`src/rtl/tl_input_cond.sv`:
```
// Traffic-light front end: 2-FF sync + debounce of chedo/den, change strobes, 1 Hz step and scan enables.
// Build with TL_FAST_SIM_EN defined to force short debounce/divider counts for full-controller sims.
module tl_input_cond #(
  parameter int DEB_CYCLES = 1_000_000,
  parameter int TICK_DIV   = 50_000_000,
  parameter int SCAN_DIV   = 50_000
) (
  input  logic clk,
  input  logic reset,
  input  logic chedo_raw,
  input  logic den_raw,
  output logic chedo,
  output logic den,
  output logic mode_chg,
  output logic den_chg,
  output logic tick_1hz,
  output logic scan_tick
);

`ifdef TL_FAST_SIM_EN
  localparam int DEB_N  = 4;
  localparam int TICK_N = 16;
  localparam int SCAN_N = 2;
`else
  localparam int DEB_N  = DEB_CYCLES;
  localparam int TICK_N = TICK_DIV;
  localparam int SCAN_N = SCAN_DIV;
`endif

  localparam int DW = $clog2(DEB_N);
  localparam int TW = $clog2(TICK_N);
  localparam int SW = $clog2(SCAN_N);
  localparam logic [DW-1:0] DEB_MAX  = DW'(DEB_N - 1);
  localparam logic [TW-1:0] TICK_MAX = TW'(TICK_N - 1);
  localparam logic [SW-1:0] SCAN_MAX = SW'(SCAN_N - 1);
  // Bit 0 carries chedo (idles in auto), bit 1 carries den.
  localparam logic [1:0] IDLE = 2'b01;

  logic [1:0]    s1_q, s2_q;
  logic [1:0]    stb_q, stb_d;
  logic [1:0]    chg_q, chg_d;
  logic [DW-1:0] dcnt_q [2];
  logic [DW-1:0] dcnt_d [2];
  logic [TW-1:0] tcnt_q, tcnt_d;
  logic [SW-1:0] scnt_q, scnt_d;
  logic          tick_q, tick_d;
  logic          scan_q, scan_d;
  logic          realign;

  always_comb begin
    stb_d = stb_q;
    for (int i = 0; i < 2; i++) begin
      dcnt_d[i] = '0;
      if (s2_q[i] != stb_q[i]) begin
        if (dcnt_q[i] == DEB_MAX) stb_d[i] = s2_q[i];
        else                      dcnt_d[i] = dcnt_q[i] + 1'b1;
      end
    end
    chg_d = stb_d ^ stb_q;

    // Entering auto restarts the second so the first auto step is full length.
    realign = ~stb_q[0] & stb_d[0];
    tick_d  = 1'b0;
    tcnt_d  = tcnt_q + 1'b1;
    if (realign) begin
      tcnt_d = '0;
    end else if (tcnt_q == TICK_MAX) begin
      tcnt_d = '0;
      tick_d = 1'b1;
    end

    scan_d = 1'b0;
    scnt_d = scnt_q + 1'b1;
    if (scnt_q == SCAN_MAX) begin
      scnt_d = '0;
      scan_d = 1'b1;
    end
  end

  always_ff @(posedge clk) begin
    if (reset) begin
      s1_q   <= IDLE;
      s2_q   <= IDLE;
      stb_q  <= IDLE;
      chg_q  <= '0;
      dcnt_q <= '{default: '0};
      tcnt_q <= '0;
      scnt_q <= '0;
      tick_q <= 1'b0;
      scan_q <= 1'b0;
    end else begin
      s1_q   <= {den_raw, chedo_raw};
      s2_q   <= s1_q;
      stb_q  <= stb_d;
      chg_q  <= chg_d;
      dcnt_q <= dcnt_d;
      tcnt_q <= tcnt_d;
      scnt_q <= scnt_d;
      tick_q <= tick_d;
      scan_q <= scan_d;
    end
  end

  assign chedo     = stb_q[0];
  assign den       = stb_q[1];
  assign mode_chg  = chg_q[0];
  assign den_chg   = chg_q[1];
  assign tick_1hz  = tick_q;
  assign scan_tick = scan_q;

endmodule

```
`config.mk`:
```
export PLATFORM = sky130hd
export DESIGN_NAME = tl_input_cond
export DESIGN_NICKNAME = d
export VERILOG_FILES = /design/src/rtl/tl_input_cond.sv
export SDC_FILE = /design/constraint.sdc
export NUM_CORES = 1
export LEC_CHECK = 0
export ABC_AREA = 1
export CAP_MARGIN = 40
export CORE_ASPECT_RATIO = 0.6
export CORE_UTILIZATION = 35
export CTS_BUF_LIST = sky130_fd_sc_hd__clkbuf_16
export DETAILED_ROUTE_END_ITERATION = 10
export DONT_BUFFER_PORTS = 1
export HOLD_SLACK_MARGIN = 0.12
export SLEW_MARGIN = 0
export SYNTH_ARGS = -nofsm -noshare
export SYNTH_HDL_FRONTEND = slang
export SYNTH_SLANG_ARGS = --single-unit
```
`constraint.sdc`:
```
create_clock -name clk -period 2.8 [get_ports clk]
set_clock_uncertainty 0.2 [all_clocks]
set_input_delay 0.7 -clock clk [delete_from_list [all_inputs] [get_ports clk]]
set_output_delay 0.7 -clock clk [all_outputs]
set_load 0.03 [all_outputs]
```
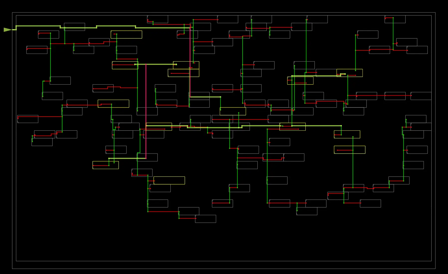
Fig. 1. Clock routing.
worst skew pair latency: 0.34 ns
Clock group: 1.53 mW
number of buffers created by CTS: 9
flop count: 92

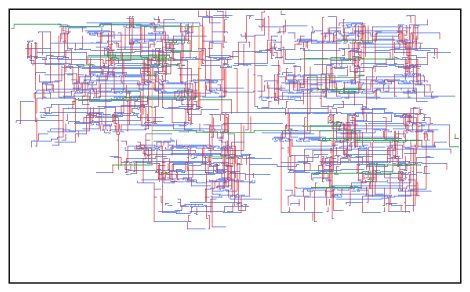
Fig. 2. Wiring by layer.
Drawn at 3 px/um.
M2 -> red  # wire length 3650 um
M4 -> orange  # wire length 57.8 um
M1 -> blue  # wire length 5230 um
M3 -> green  # wire length 572 um

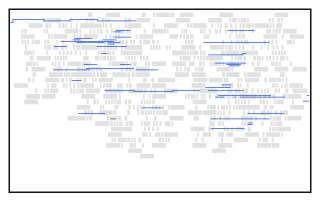
Fig. 3. M3 wires.
Drawn at 2 px/um. Cells faint in the background.
nets with wire on the layer = 39
wire length on this layer = 572 um

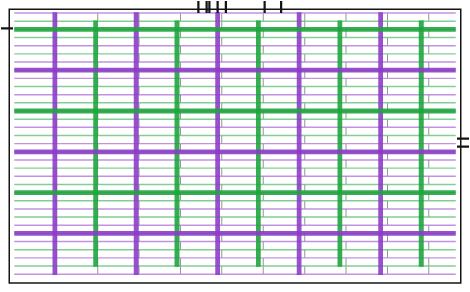
Fig. 4. Power grid.
Drawn at 3 px/um. Pins as bars on the die edge. Tap cells in gray.
VSS -> purple
VDD -> green
met1 rails = 33
met4 straps = 10
tap cells = 170
signal pins = 10
rows = 32

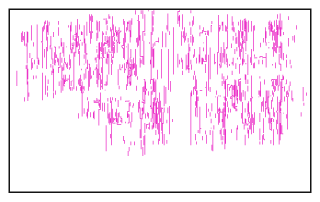
Fig. 5. The metal 2 layer.
Drawn at 2 px/um.
wire length on this layer = 3650 um
share of all routed wire = 38%
nets with wire on the layer = 514
main direction = vertical
longest straight run = 26.2 um

[path summary, 6_finish.rpt]
kind                              start                    end  slack [ns]  cells after the start
setup / recovery  dcnt_q[20]$_SDFF_PP0_  tcnt_q[10]$_SDFF_PP0_        0.56                     10
hold / removal       s1_q[0]$_SDFF_PP1_     s2_q[0]$_SDFF_PP1_        0.21                      1
setup reg to reg  dcnt_q[20]$_SDFF_PP0_  tcnt_q[10]$_SDFF_PP0_        0.56                     10
hold reg to reg      s1_q[0]$_SDFF_PP1_     s2_q[0]$_SDFF_PP1_        0.21                      1
[cells in the mapped netlist (4+ instances only)]
| cell type | count |
|---|---|
| o21ai_0 | 4 |
| nor2_1 | 161 |
| nand2_1 | 175 |
| xor2_1 | 17 |
| nand4_1 | 12 |
| or2_2 | 4 |
| ha_1 | 5 |
| nand3b_1 | 5 |
| or2_0 | 5 |
| nor3_1 | 11 |
| nor2_4 | 4 |
| a21oi_1 | 27 |
| o21bai_1 | 5 |
| inv_1 | 63 |
| dfxtp_1 | 92 |
| xnor2_1 | 16 |
| nand3_1 | 48 |
| nor2_2 | 7 |
[registers in the layout, indices dropped and copies added, names as in the netlist]
name / count
scnt_q: 16
dcnt_q: 40
scan_tick: 1
chg_q: 2
tick_1hz: 1
stb_q: 2
s1_q: 2
s2_q: 2
tcnt_q: 26
[cells by family after synthesis]
kind of cell               count (synthesis)  share of synthesized area
xor gates and xnor gates                  33                     0.0629
AOI/OAI and AO/OA                         37                     0.0438
and+or+nand+nor                          441                      0.412
DFF                                       92                      0.401
adders and majority gates                  5                     0.0136
buffers and inverters                     72                     0.0669
[area by class of cell]
cell class                      count  area [um2]
Fill cell                        1347        7690
Multi-Input combinational cell    516        2450
Sequential cell                    92        1840
Inverter                           65         244
Clock buffer                        9         225
Tap cell                          170         213
Clock inverter                      5         150
==> Slide: Implementation Results <==
Run Summary

Drt
  • Remaining antenna violation count after routing: 0
  • Wl on met1: 5230 um
  • DR WL met2: 3650 um
  • First drt pass iteration count: 5
  • Met3 wire length: 571 um
  • DR vias/cell: 4.65
  • Initial drt markers: 235
  • Total wire length: 9510 um
  • Wire per inst: 11.1 um
  • Max Used Layer: met4
  • DRC violations left: 0
  • Vias: 3986

Power and ir drop
  • Combinational power: 0.0388 mW
  • Clock power share: 0.528
  • Net Sw Frac: 0.180
  • Sw Pwr: 0.523 mW
  • Sequential Power Share: 0.458
  • Largest Pwr Group: clock
  • Sequential Power: 1.33 mW
  • Power Total: 2.90 mW
  • Static leakage: 1.57 nW
  • Max VDD drop: 0.000314 V
  • Internal: 2.37 mW
  • P per Cell Area: 565 nW/um2
  • Gate power share: 0.013

Setup path
  • Crit Path Max Fanout: 25
  • Crit-path leading delay family: simple AND/OR/NAND/NOR gates
  • Critical path cell sequence: ha_1, nand3_1, nor2_1, nand4_1, nand2_1, inv_1, ha_1, nor2_1, nand2_4, a21oi_1
  • CP Capture Type: flop
  • Worst path max stage delay: 0.37 ns
  • Slowest cell on the critical path: dfxtp_1
  • WP data arrival: 2.31 ns
  • Critical path startpoint category: flop
  • WP data required: 2.86 ns
  • Buf/Inv on CP: 1
  • Critical path class: flop to flop

Final layout
  • Most used logic cell in the final layout: nand2_1
  • Fin cells: 857
  • Share of layout cells above drive strength 1: 0.0582
  • Final Util: 0.400
  • Top Layout Cells: nand2_1, nor2_1, dfxtp_1
  • Area grow syn2layout: 11.4%
  • Final Cell Area: 5120 um2
  • Diodes inserted: 0
  • Final nets: 693

Synth
  • FFs w/ async S/R, synth: 0
  • Synth warn: 0
  • Mapped Cells: 680
  • Yosys Chip Area: 4600 um2
  • Synthesized area: 4600 um2
  • Top cells by area: dfxtp_1, nand2_1, nor2_1
  • Seq share, synth: 0.401
  • Synth cell types: 29
  • EDFF count, synth: 0
  • Ys cells: 680
  • Synthesized net count: 689
  • Post-synthesis area per instance: 6.76 um2
  • Yosys reg bits: 92
  • Top FF cell, synth: dfxtp_1
  • Synth area leader: dfxtp_1
  • Top area contributor share: 0.401

Global route
  • GRT Overall Usage: 0.154
  • Initial antenna violation count: 0
  • Pin count of the biggest net entering global routing: 26
  • Met3 global-route usage: 0.0429
  • Vias in the first global route: 3703
  • GR Layer Usage met1: 0.228
  • Layer with the highest usage: met1
  • GRT met2 Usage: 0.218
  • Total grt overflow: 0
  • First-pass GRT wire length: 17000 um

STA
  • Hold Violations, Final: 0
  • Worst slew pin tran: 0.696 ns
  • Min Hold Slack: 0.207 ns
  • RSZ-0062 raised after global routing: no
  • Minimum clock period: 2.24 ns
  • Sum Neg Setup Slack: 0 ns
  • Final period utilization: 0.800
  • Setup violations, final: 0
  • Fin worst setup slack: 0.559 ns
  • Max Transition Viols Final: 0
  • Headroom to the max-slew limit: 0.535
  • Fmax: 446 MHz

Floorplan
  • Chip Height: 90.8 um
  • # rows: 32
  • Floorplan utilization: 0.359
  • Die ar.: 13600 um2
  • Die X-Extent: 150 um
  • IO Count: 10
  • Core Region: 12800 um2

Placement
  • Pre-CTS setup slack: 0.554 ns
  • Buffers on Ports: 0
  • Final estimated routing congestion in global placement: 0.877
  • Placed Area: 4750 um2
  • Final HPWL DP: 7150 um
  • Cell count after placement: 843

Clock tree
  • Root Driver: clkbuf_16
  • Postcts setup bufs: 0
  • CTS tree: done
  • Hold_buf cts: 0
  • Number of H-tree levels: 3
  • CTS max path bufs: 2
  • Clock sinks: 92
  • Clk slew on worst S/H paths: 0.06 ns
  • Post-CTS Resized: 0

Worst hold path
  • Hold/Removal Path Class: flop to flop

Status
  • Status: finished, final reports clean

Job
  • Max-cap violations: 0
  • Tally of OpenROAD warnings: 26
Power is estimated from default activity; no workload was simulated.
